===== config.mk =====
export PLATFORM = sky130hd
export DESIGN_NAME = readbuf_engine_flat
export DESIGN_NICKNAME = d
export VERILOG_FILES = /design/src/rtl/readbuf_engine_if.sv /design/src/rtl/readbuf_engine.sv /design/src/flat_wrapper.sv
export SDC_FILE = /design/constraint.sdc
export NUM_CORES = 1
export LEC_CHECK = 0
export CAP_MARGIN = 15
export CORE_AREA = 2 2 78 80
export DETAILED_ROUTE_END_ITERATION = 8
export DIE_AREA = 0 0 80 82
export GPL_ROUTABILITY_DRIVEN = 0
export GPL_TIMING_DRIVEN = 0
export PLACE_DENSITY = 0.83
export RECOVER_POWER = 100
export SLEW_MARGIN = 20
export SYNTH_ARGS = -nofsm -noshare
export SYNTH_HDL_FRONTEND = slang
export SYNTH_SLANG_ARGS = --single-unit

===== constraint.sdc =====
create_clock -name clk -period 5.29 [get_ports clk]
set_input_delay 1.3225 -clock clk [delete_from_list [all_inputs] [get_ports clk]]
set_output_delay 1.3225 -clock clk [all_outputs]
set_load 0.02 [all_outputs]

===== src/rtl/readbuf_engine_if.sv =====
// Signal bundle between readbuf_engine, the packet buffer read port, the write side and the stream sink.
// With RDBUF_FRAMECNT_EN defined, the bundle also carries the frame counter.
interface readbuf_engine_if #(
  parameter int DATA_W = 8
);
  logic [2:0]        wr_ptr_tribit;
  logic [12:0]       rd_ptr;
  logic [2:0]        rd_ptr_tribit;
  logic              rden;
  logic [DATA_W-1:0] rd_data;
  logic              rd_data_last;
  logic              o_tvalid;
  logic [DATA_W-1:0] o_tdata;
  logic              o_tlast;
  logic              o_tready;
  logic              greenflag;
`ifdef RDBUF_FRAMECNT_EN
  logic [15:0]       frame_cnt;
`endif

  modport master (
    input  wr_ptr_tribit, rd_data, rd_data_last, o_tready,
    output rd_ptr, rd_ptr_tribit, rden, o_tvalid, o_tdata, o_tlast, greenflag
`ifdef RDBUF_FRAMECNT_EN
    , output frame_cnt
`endif
  );

  modport slave (
    output wr_ptr_tribit, rd_data, rd_data_last, o_tready,
    input  rd_ptr, rd_ptr_tribit, rden, o_tvalid, o_tdata, o_tlast, greenflag
`ifdef RDBUF_FRAMECNT_EN
    , input frame_cnt
`endif
  );
endinterface


===== src/rtl/readbuf_engine.sv =====
// Read-side controller: replays each committed buffer line as a stream frame through a 4-entry FIFO.
// Optional feature macro RDBUF_FRAMECNT_EN adds a 16-bit count of accepted frames.
module readbuf_engine #(
  parameter int DATA_W = 8
) (
  input  logic               clk,
  input  logic               rst,
  readbuf_engine_if.master   bus
);

  typedef enum logic {IDLE, READ} state_t;
  localparam int DEPTH = 4;

  state_t            state;
  logic [2:0]        line;
  logic [9:0]        word_idx;
  logic              inflight;
  logic [9:0]        inflight_idx;
  logic [DATA_W:0]   fifo_mem [DEPTH];
  logic [1:0]        wr_idx;
  logic [1:0]        rd_idx;
  logic [2:0]        count;
  logic              greenflag_q;

  logic              ret_last;
  logic              push;
  logic              pop;
  logic              issue;

  // NOTE: every signal gets a value before any condition so no latch can be inferred.
  always_comb begin
    push     = inflight;
    ret_last = inflight && (bus.rd_data_last || inflight_idx == 10'd1023);
    pop      = (count != 3'd0) && bus.o_tready;
    issue    = (state == READ) && (({1'b0, count} + {3'b000, inflight}) < 4'd4);
  end

  always_ff @(posedge clk or negedge rst) begin
    if (!rst) begin
      state        <= IDLE;
      line         <= 3'd0;
      word_idx     <= 10'd0;
      inflight     <= 1'b0;
      inflight_idx <= 10'd0;
      wr_idx       <= 2'd0;
      rd_idx       <= 2'd0;
      count        <= 3'd0;
      greenflag_q  <= 1'b1;
      // NOTE: the FIFO storage is reset because its head drives o_tdata directly.
      for (int i = 0; i < DEPTH; i++) fifo_mem[i] <= '0;
    end else begin
      // NOTE: non-blocking updates so every register sees pre-edge values of its peers.
      greenflag_q <= (bus.wr_ptr_tribit + 3'd1) != line;
      // A read issued while the line's last word returns runs past the line end and is dropped.
      inflight    <= issue && !ret_last;
      if (issue) inflight_idx <= word_idx;

      if (push) begin
        fifo_mem[wr_idx] <= {ret_last, bus.rd_data};
        wr_idx           <= wr_idx + 2'd1;
      end
      if (pop) rd_idx <= rd_idx + 2'd1;
      if (push && !pop)      count <= count + 3'd1;
      else if (!push && pop) count <= count - 3'd1;

      case (state)
        IDLE: begin
          if (line != bus.wr_ptr_tribit) begin
            state    <= READ;
            word_idx <= 10'd0;
          end
        end
        READ: begin
          if (ret_last) begin
            state    <= IDLE;
            line     <= line + 3'd1;
            word_idx <= 10'd0;
          end else if (issue) begin
            word_idx <= word_idx + 10'd1;
          end
        end
        default: state <= IDLE;
      endcase
    end
  end

  assign bus.rden          = issue;
  assign bus.rd_ptr        = {line, word_idx};
  assign bus.rd_ptr_tribit = line;
  assign bus.greenflag     = greenflag_q;
  assign bus.o_tvalid      = (count != 3'd0);
  assign bus.o_tdata       = fifo_mem[rd_idx][DATA_W-1:0];
  assign bus.o_tlast       = (count != 3'd0) && fifo_mem[rd_idx][DATA_W];

`ifdef RDBUF_FRAMECNT_EN
  logic [15:0] frame_cnt_q;

  always_ff @(posedge clk or negedge rst) begin
    if (!rst)                      frame_cnt_q <= 16'd0;
    else if (pop && bus.o_tlast)   frame_cnt_q <= frame_cnt_q + 16'd1;
  end

  assign bus.frame_cnt = frame_cnt_q;
`endif

endmodule


===== src/flat_wrapper.sv =====
// flat-port wrapper written by rule: the top's interface ports become plain ports
module readbuf_engine_flat 
#(
  parameter int DATA_W = 8
)
  (clk, rst, bus_wr_ptr_tribit, bus_rd_data, bus_rd_data_last, bus_o_tready, bus_rd_ptr, bus_rd_ptr_tribit, bus_rden, bus_o_tvalid, bus_o_tdata, bus_o_tlast, bus_greenflag);
  readbuf_engine_if #(.DATA_W(DATA_W)) bus_i ();
  input  logic clk;
  input  logic rst;
  input wire logic [$bits(bus_i.wr_ptr_tribit)-1:0] bus_wr_ptr_tribit;
  input wire logic [$bits(bus_i.rd_data)-1:0] bus_rd_data;
  input wire logic [$bits(bus_i.rd_data_last)-1:0] bus_rd_data_last;
  input wire logic [$bits(bus_i.o_tready)-1:0] bus_o_tready;
  output wire logic [$bits(bus_i.rd_ptr)-1:0] bus_rd_ptr;
  output wire logic [$bits(bus_i.rd_ptr_tribit)-1:0] bus_rd_ptr_tribit;
  output wire logic [$bits(bus_i.rden)-1:0] bus_rden;
  output wire logic [$bits(bus_i.o_tvalid)-1:0] bus_o_tvalid;
  output wire logic [$bits(bus_i.o_tdata)-1:0] bus_o_tdata;
  output wire logic [$bits(bus_i.o_tlast)-1:0] bus_o_tlast;
  output wire logic [$bits(bus_i.greenflag)-1:0] bus_greenflag;
  assign bus_i.wr_ptr_tribit = bus_wr_ptr_tribit;
  assign bus_i.rd_data = bus_rd_data;
  assign bus_i.rd_data_last = bus_rd_data_last;
  assign bus_i.o_tready = bus_o_tready;
  assign bus_rd_ptr = bus_i.rd_ptr;
  assign bus_rd_ptr_tribit = bus_i.rd_ptr_tribit;
  assign bus_rden = bus_i.rden;
  assign bus_o_tvalid = bus_i.o_tvalid;
  assign bus_o_tdata = bus_i.o_tdata;
  assign bus_o_tlast = bus_i.o_tlast;
  assign bus_greenflag = bus_i.greenflag;
  readbuf_engine #(.DATA_W(DATA_W)) u_core (.clk(clk), .rst(rst), .bus(bus_i));
endmodule

Figure 1. Register map, names as in the netlist (run 1).
Scale: 4 px per um. Other sequential cells in the stronger grey, the rest of the logic in the fainter grey.
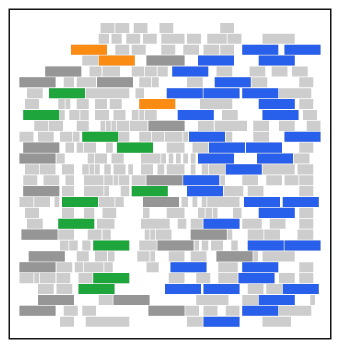
Key: u_core.bus.rd_ptr_tribit = orange [placed flops 3]; u_core.word_idx = green [placed flops 10]; u_core.fifo_mem = blue [placed flops 36]
Another 20 sequential cells are not coloured.
seq pwr: 0.907 mW
Seq area share: 43.3%
register area: 1730 um2

Figure 2. A small window of the routed layout (run 1).
Window x 28 to 53, y 28 to 53 um. Cells in grey, sequential cells in the stronger grey; small squares are vias.
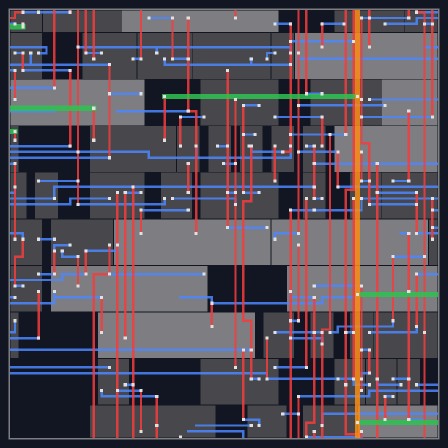
Key: metal 1 = blue; metal 3 = green; metal 2 = red; metal 4 = orange
Most frequent: dfrtp_1 (9), nand2_1 (8), o21ai_0 (5). 43 logic cells have their middle in the window. Netlist names of flops here include u_core.fifo_mem (5), u_core.word_idx (2). Sequential cells in the window: 9.

==> flow_metrics.py, run 1 <==
# Metrics from the implementation run
metrics = {
    "logic_synthesis": {
        "ys_sh_adder_pct": 3.65,
        "synth_flop_count": 69,
        "top_cell": "dfrtp_1",
        "syn_inst": 238,
        "synth-compound-area-share_pct": 7.58,
        "yosysChipArea_um2": 3290,
        "ff_type": "dfrtp_1",
        "synth_area_per_cell_um2": 13.8,
        "syn_area_um2": 3290,
        "edf_count": 0,
        "top_logic_kind": "multiplexers",
        "synth_seq_share_pct": 52.6,
        "synth_xor_xnor_area_share_pct": 3.69,
        "common_cells": "68 x dfrtp_1, 44 x mux2_2, 12 x nand2_1, 9 x mux4_2, 8 x ha_1",
        "mux_share_pct": 21.5,
    },
    "min_path": {
        "hold_end": "u_core.fifo_mem[35]",
        "worst_hold_path.num_cells": 2,
    },
    "clock_network": {
        "cts_tree": "yes",
        "clock_sinks": 69,
        "root_buffer": "clkbuf_8",
        "clockBufferDepth": 2,
        "cts-buffers-inserted": 9,
        "path_clk_slew_ps": 70,
        "clk_latency_ps": 350,
        "post_cts_buffers": 0,
        "cts_hold_buf": 0,
    },
    "worst_setup_path": {
        "critPathRequiredTime_ps": 3970,
        "critPathCapture": "bus_rden",
        "path_cells": "clkbuf_1, nand3_1, nand2_1, clkbuf_1, inv_1, dlygate4sd3_1",
        "critical_path_peak_fanout": 10,
        "crit_slowest_cell": "dlygate4sd3_1",
        "crit_path_start": "u_core.inflight",
        "crit_family": "buffers and inverters",
        "path_buffers": 4,
        "max_stage_delay_ps": 660,
        "rr_endpoint": "u_core.inflight_idx[2]",
        "cp-end-kind": "primary output",
        "path_depth": 6,
        "reg2reg_from": "u_core.inflight",
    },
    "placed_design": {
        "io_buffers": 42,
        "placed_cell_area_um2": 3820,
        "hpwl_um": 4350,
    },
    "timing": {
        "hold_viol": 0,
        "rsz0062_at_grt": "false",
        "fin_crit_sh_pct": 79.2,
        "setup_viol": 0,
        "finalMaxSlewViolations": 34,
        "worst_slack_ps": 1100,
        "period_needed_ps": 4190,
        "timing.fmax_mhz": 239,
        "slew-limit-headroom_pct": -24.2,
    },
    "final_layout": {
        "largest_register_ff_count": 36,
        "layout_top_cells": "68 x dfrtp_1, 44 x mux2_2, 38 x dlygate4sd3_1",
        "fin_cells": 372,
        "utilization_pct": 69.5,
        "drive_gt1_share_pct": 28.6,
        "area_growth_syn_to_layout_pct": 21.5,
        "regMostFlops": "u_core.fifo_mem",
    },
    "floorplan": {
        "io_pins": 43,
        "die_w_um": 80,
        "initial_core_util_pct": 57.2,
        "design.die.area_um2": 6560,
        "rows": 28,
        "die_h_um": 82,
    },
    "drt": {
        "wl_met2_um": 3390,
        "ant_nets": 0,
        "drc": 0,
        "top_layer": "met4",
        "via_per_inst": 5.82,
        "dr.pass1.iters": 4,
    },
    "grt": {
        "grt_pass1_wl_um": 10700,
        "first_global_vias": 2282,
        "grt_usage_pct": 21.9,
        "grt_antenna_before_repair": 0,
        "grt_max_degree": 37,
    },
    "outcome": {
        "status": "finished with violations",
        "failed_checks": "max-capacitance violations, max-slew violations",
    },
    "job": {
        "cap_viol_max_count": 1,
    },
    "pwr": {
        "ir_worst_vdd_uv": 320,
        "cellPowerDensity_nw_per_um2": 630,
        "p_leak_nw": 1.76,
    },
}
Figure 3. Metal 2 (run 1).
Scale: 4 px per um.
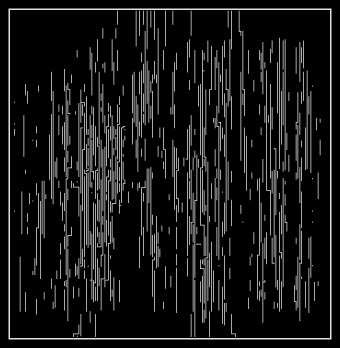
The wires run mostly vertical. The longest straight run is 33.3 um. The layer carries 3,390 um of wire. The layer holds 53% of the routed length. 290 nets have wire on it.
routed vias: 2,164
Final Routed Wirelength: 6370 um

Figure 4. Cells by drive strength (run 1).
Scale: 6 px per um.
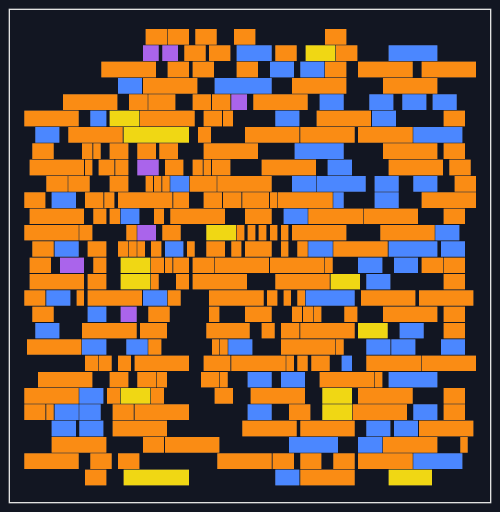
Key: _0 and _1 cells = orange [cells 212, share 71%, most used dfrtp_1]; _2 cells = blue [cells 65, share 22%, most used mux2_2]; _3 and _4 cells = purple [cells 7, share 2.4%, most used buf_4]; _6 and larger = yellow [cells 13, share 4.4%, most used clkbuf_8]

-- run 1: layer usage --
| layer | vias up | track usage, % |
|---|---|---|
| met1 | 1112 | 25.1 |
| met2 | 44 | 39.5 |
| met5 | - | 0 |
| li1 | 994 | - |
| met3 | 14 | 3.85 |
| met4 | 0 | 11.2 |
-- run 1: final cells by class --
cell class | instances | area (um2)
well taps | 75 | 93.8
flip-flops and latches | 69 | 1730
inverters | 7 | 26.3
clock inverters | 6 | 86.3
clock buffers | 10 | 138
repair buffers | 43 | 434
multi-input cells | 154 | 1450
fillers | 417 | 1750
plain buffers | 8 | 41.3
-- run 1: power breakdown --
part	total (mW)	switching [mW]	internal [mW]	leakage, nW
combinational	1.13	0.532	0.595	0.801
clock	0.481	0.204	0.277	0.112
sequential	0.907	0.154	0.753	0.845
total	2.52	0.890	1.63	1.76
==> run 2, diff against run 1 <==
- CORE_AREA: 2 2 78 80 -> 2 2 85 87
- DIE_AREA: 0 0 80 82 -> 0 0 87 89
- PLACE_DENSITY: 0.83 -> 0.74
- clock period: 5.29 -> 3.4 ns (I/O delays scaled with it)
Figure 5. Routing congestion (run 2).
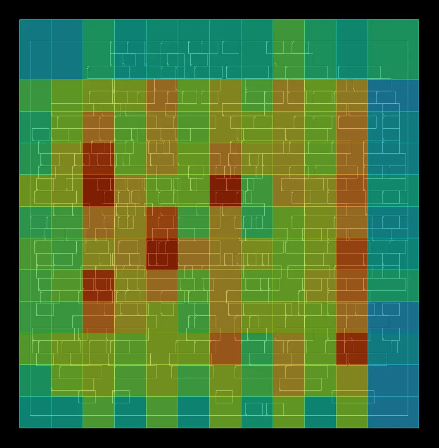
grt met3 use: 6.56%
post-DR wirelength/cell: 16.3 um
Total GRT Usage: 17.4%
final cell utilization of the core: 58.7%
grt peak-use layer: met2

==> run 2 against run 1 <==
Net effect:
- the run now ends clean
- hold slack got worse by 1.6 ps
- sequential power increased by 55%
- final area is 1.2% lower
- via count down 2.4%
- power up 49%
- sequential cell count did not move
- wire length shrank 3.5%
- global-route usage is 4.5 points lower
- cell count grew 1.3%
- first-iteration DRC count shrank 17%
- count of clock-buffer cells in the layout decreased by 1
- non-clock buffer count did not move
==> flow_metrics.py, run 2 <==
# Metrics from the implementation run
metrics = {
    "timing": {
        "hold_viol": 0,
        "rsz0062_at_grt": "false",
        "worst_slack_ps": 191,
        "tightest_slew_ps": 1160,
        "timing.fmax_mhz": 312,
        "setup_viol": 0,
        "finalMaxSlewViolations": 0,
        "fin_crit_sh_pct": 94.4,
        "worst_hold_slack_ps": 481,
        "slew-limit-headroom_pct": 22.8,
        "period_needed_ps": 3210,
    },
    "drt": {
        "wl_met2_um": 3120,
        "drt_iter0_markers": 108,
        "dr.pass1.iters": 4,
        "drt-total-wl_um": 6150,
        "via_per_inst": 5.60,
        "drc": 0,
        "via_count": 2113,
        "ant_nets": 0,
        "top_layer": "met4",
    },
    "pwr": {
        "cellPowerDensity_nw_per_um2": 951,
        "p_leak_nw": 1.73,
        "ir_worst_vdd_uv": 386,
    },
    "grt": {
        "met1_usage_pct": 20.9,
        "grt_pass1_wl_um": 10200,
        "grt_antenna_before_repair": 0,
        "first_global_vias": 2156,
        "grt_max_degree": 49,
        "use_met2_pct": 29.4,
    },
    "logic_synthesis": {
        "common_cells": "68 x dfrtp_1, 44 x mux2_2, 12 x nand2_1, 9 x mux4_2, 8 x ha_1",
        "syn_area_um2": 3290,
        "ff_type": "dfrtp_1",
        "edf_count": 0,
        "top_cell": "dfrtp_1",
        "synth_seq_share_pct": 52.6,
        "yosysChipArea_um2": 3290,
        "topCellsByArea": "dfrtp_1 52%, mux2_2 15%, mux4_2 6.2%",
        "syn_inst": 238,
        "synth_area_per_cell_um2": 13.8,
        "post_synth_num_cell_types": 48,
        "synth_flop_count": 69,
    },
    "floorplan": {
        "rows": 30,
        "die_h_um": 89,
        "die_w_um": 87,
        "design.die.area_um2": 7740,
        "tap_cells": 80,
        "io_pins": 43,
        "initial_core_util_pct": 48.9,
    },
    "min_path": {
        "hold_end": "u_core.fifo_mem[17]",
        "worst_hold_path.num_cells": 2,
    },
    "clock_network": {
        "path_clk_slew_ps": 80,
        "post_cts_buffers": 0,
        "cts-buffers-inserted": 9,
        "root_buffer": "clkbuf_8",
        "cts_tree": "yes",
        "clockBufferDepth": 2,
        "cts_hold_buf": 0,
        "clock_sinks": 69,
        "clk_latency_ps": 350,
    },
    "worst_setup_path": {
        "path_depth": 4,
        "crit_arrival_ps": 2360,
        "max_stage_delay_ps": 640,
        "crit_family": "buffers and inverters",
        "crit_slowest_cell": "dlygate4sd3_1",
        "path_cells": "clkbuf_1, mux4_2, and2_1, dlygate4sd3_1",
        "reg2reg_from": "u_core.count[2]",
        "critical_path_peak_fanout": 10,
        "critPathRequiredTime_ps": 2550,
        "cp-end-kind": "primary output",
        "critPathCapture": "bus_o_tlast",
        "path_buffers": 2,
        "crit_path_start": "u_core.rd_idx[1]",
        "rr_endpoint": "u_core.count[2]",
    },
    "placed_design": {
        "placed_cell_area_um2": 3830,
        "io_buffers": 42,
        "hpwl_um": 4370,
    },
    "final_layout": {
        "fin_cells": 377,
        "regMostFlops": "u_core.fifo_mem",
        "logic_gates": 154,
        "buf_share_pct": 11.9,
        "clock_cell_area_share_pct": 4.41,
        "logic_area_um2": 1450,
        "drive_gt1_share_pct": 29.6,
        "layout_top_cells": "68 x dfrtp_1, 44 x mux2_2, 29 x dlygate4sd3_1",
        "largest_register_ff_count": 36,
        "mostFrequentLayoutCell": "dfrtp_1",
        "largestRegisters": "u_core.fifo_mem: 36 flops, u_core.inflight_idx: 10 flops, u_core.word_idx: 10 flops",
        "nets": 316,
        "flops": 69,
        "area_growth_syn_to_layout_pct": 20.0,
        "buffers_excl_clock": 51,
        "largest_class": "flip-flops and latches",
        "clock_buffers": 9,
        "fillers": 572,
        "sh_comb_area_pct": 36.7,
        "sh_seq_area_pct": 43.8,
        "inverters": 7,
        "regArea_um2": 1730,
    },
    "job": {
        "warnings": 29,
        "cap_viol_max_count": 0,
    },
    "outcome": {
        "status": "complete, no violations",
    },
}
run 2: cell counts after synthesis:
No cell type changed its count.
run 2: cells by family after synthesis:
logic type / count (synthesis) / synth area share [%]
flip-flops: 69 / 52.6
multiplexers: 54 / 21.5
AND/OR/NAND/NOR: 47 / 8.57
AND-OR/OR-AND: 31 / 7.58
buffers and inverters: 15 / 2.40
XOR/XNOR: 13 / 3.69
adder cells (fa/ha/maj): 9 / 3.65
run 2: power by group:
| part | internal, mW | total [mW] | switching (mW) | leakage [nW] |
|---|---|---|---|---|
| registers | 1.17 | 1.41 | 0.237 | 0.845 |
| logic | 0.941 | 1.75 | 0.813 | 0.803 |
| clock network | 0.265 | 0.589 | 0.324 | 0.0816 |
| total | 2.38 | 3.75 | 1.37 | 1.73 |
==> run 3, diff against run 2 <==
- SETUP_SLACK_MARGIN: default -> 0.4
Figure 6. Cells by drive strength (run 3).
Scale: 6 px per um.
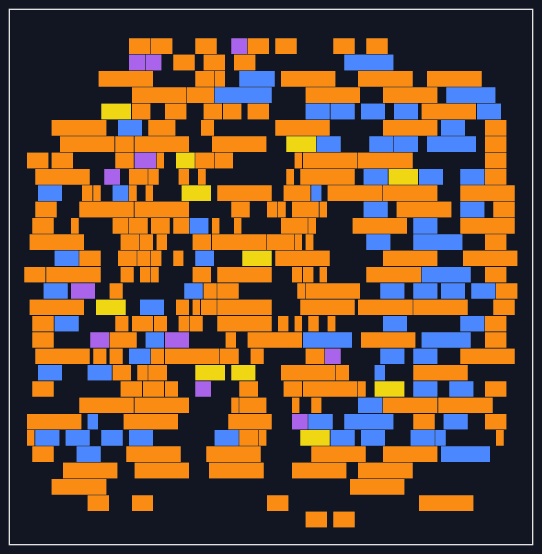
Key: _2 cells = blue [cells 67, share 23%, most used mux2_2]; _3 and _4 cells = purple [cells 11, share 3.7%, most used buf_4]; _6 and larger = yellow [cells 11, share 3.7%, most used clkbuf_8]; _0 and _1 cells = orange [cells 208, share 70%, most used dfrtp_1]

==> run 3 against run 2 <==
Net effect:
- clock skew down 1.2 ps
- critical path depth unchanged
- synthesized cell count unchanged
- maximum frequency up 3.7%
- first-iteration DRC count up 5.6%
- count of clock-buffer cells in the layout unchanged
- combinational power about the same
- final area up 0.25%
- wire length down 0.55%
- critical endpoint unchanged
==> flow_metrics.py, run 3 <==
# Metrics from the implementation run
metrics = {
    "outcome": {
        "status": "complete, no violations",
    },
    "final_layout": {
        "utilization_pct": 58.9,
        "drive_gt1_share_pct": 30.0,
        "nets": 316,
        "regMostFlops": "u_core.fifo_mem",
        "layout_top_cells": "68 x dfrtp_1, 44 x mux2_2, 29 x dlygate4sd3_1",
        "largestRegisters": "u_core.fifo_mem: 36 flops, u_core.inflight_idx: 10 flops, u_core.word_idx: 10 flops",
        "fin_cells": 377,
    },
    "timing": {
        "timing.fmax_mhz": 323,
        "tightest_slew_ps": 1130,
        "worst_hold_slack_ps": 480,
        "hold_viol": 0,
        "rsz0062_at_grt": "false",
        "finalMaxSlewViolations": 0,
        "slew-limit-headroom_pct": 23.6,
        "setup_viol": 0,
        "period_needed_ps": 3100,
        "fin_crit_sh_pct": 91.1,
    },
    "pwr": {
        "pg_comb_mw": 1.77,
        "power_frac_comb_pct": 47.0,
        "pwr-share-seq_pct": 37.4,
        "ir_worst_vdd_uv": 383,
        "clk-power_mw": 0.588,
        "p_switching_mw": 1.38,
        "p_leak_nw": 1.73,
        "p_int_mw": 2.39,
        "pwr.group.sequential_mw": 1.41,
        "pwr-share-clk_pct": 15.6,
    },
    "drt": {
        "dr.pass1.iters": 4,
        "top_layer": "met4",
        "via_count": 2138,
        "ant_nets": 0,
        "via_per_inst": 5.67,
        "wl_met2_um": 3130,
    },
    "worst_setup_path": {
        "rr_endpoint": "u_core.count[2]",
        "path_depth": 4,
        "critical_path_peak_fanout": 10,
        "critPathRequiredTime_ps": 2550,
        "cp-end-kind": "primary output",
        "path_cells": "clkbuf_1, mux4_2, and2_1, clkdlybuf4s50_1",
        "path_buffers": 2,
        "reg2reg_from": "u_core.count[2]",
        "crit_slowest_cell": "clkdlybuf4s50_1",
        "max_stage_delay_ps": 530,
    },
    "placed_design": {
        "placed_cell_area_um2": 3830,
    },
    "logic_synthesis": {
        "edf_count": 0,
        "topCellsByArea": "dfrtp_1 52%, mux2_2 15%, mux4_2 6.2%",
        "top_cell": "dfrtp_1",
        "syn_area_um2": 3290,
        "synth_area_per_cell_um2": 13.8,
        "post_synth_num_cell_types": 48,
        "synth_flop_count": 69,
        "syn_inst": 238,
        "ff_type": "dfrtp_1",
    },
    "floorplan": {
        "rows": 30,
        "initial_core_util_pct": 48.9,
        "die_h_um": 89,
        "die_w_um": 87,
        "design.die.area_um2": 7740,
    },
    "job": {
        "warnings": 29,
        "cap_viol_max_count": 0,
    },
    "clock_network": {
        "cts_tree": "yes",
        "clock_sinks": 69,
        "root_buffer": "clkbuf_8",
        "clk_latency_ps": 350,
        "clockBufferDepth": 2,
        "cts_hold_buf": 0,
        "post_cts_buffers": 0,
    },
    "grt": {
        "use_met3_pct": 6.56,
        "grt_antenna_before_repair": 0,
        "grt_usage_pct": 17.4,
        "top_usage_layer": "met2",
        "met1_usage_pct": 20.9,
        "grt_max_degree": 49,
        "use_met2_pct": 29.4,
    },
    "min_path": {
        "worst_hold_path.num_cells": 2,
        "hold_end": "u_core.fifo_mem[17]",
    },
}
## run 3: cell counts after synthesis
Identical to the previous run, type by type.
## run 3: final cells by class
type	instances	area (um2)	area share [%]
plain buffers	8	53.8	1.36
clock inverters	7	50.0	1.27
flip-flops and latches	69	1730	43.7
multi-input cells	154	1450	36.8
inverters	7	26.3	0.664
well taps	80	100	2.53
repair buffers	43	419	10.6
clock buffers	9	124	3.13
## run 3: cells by family (layout without fill, tap and decap cells)
group | Yosys count | count (layout) | share of synthesized area [%]
and+or+nand+nor | 47 | 47 | 8.57
muxes | 54 | 54 | 21.5
AOI/OAI and AO/OA | 31 | 31 | 7.58
buffers and inverters | 15 | 74 | 2.40
adders and majority gates | 9 | 9 | 3.65
xor gates and xnor gates | 13 | 13 | 3.69
DFF | 69 | 69 | 52.6
Power figures rest on the tool's default switching activity, not on a simulated workload.
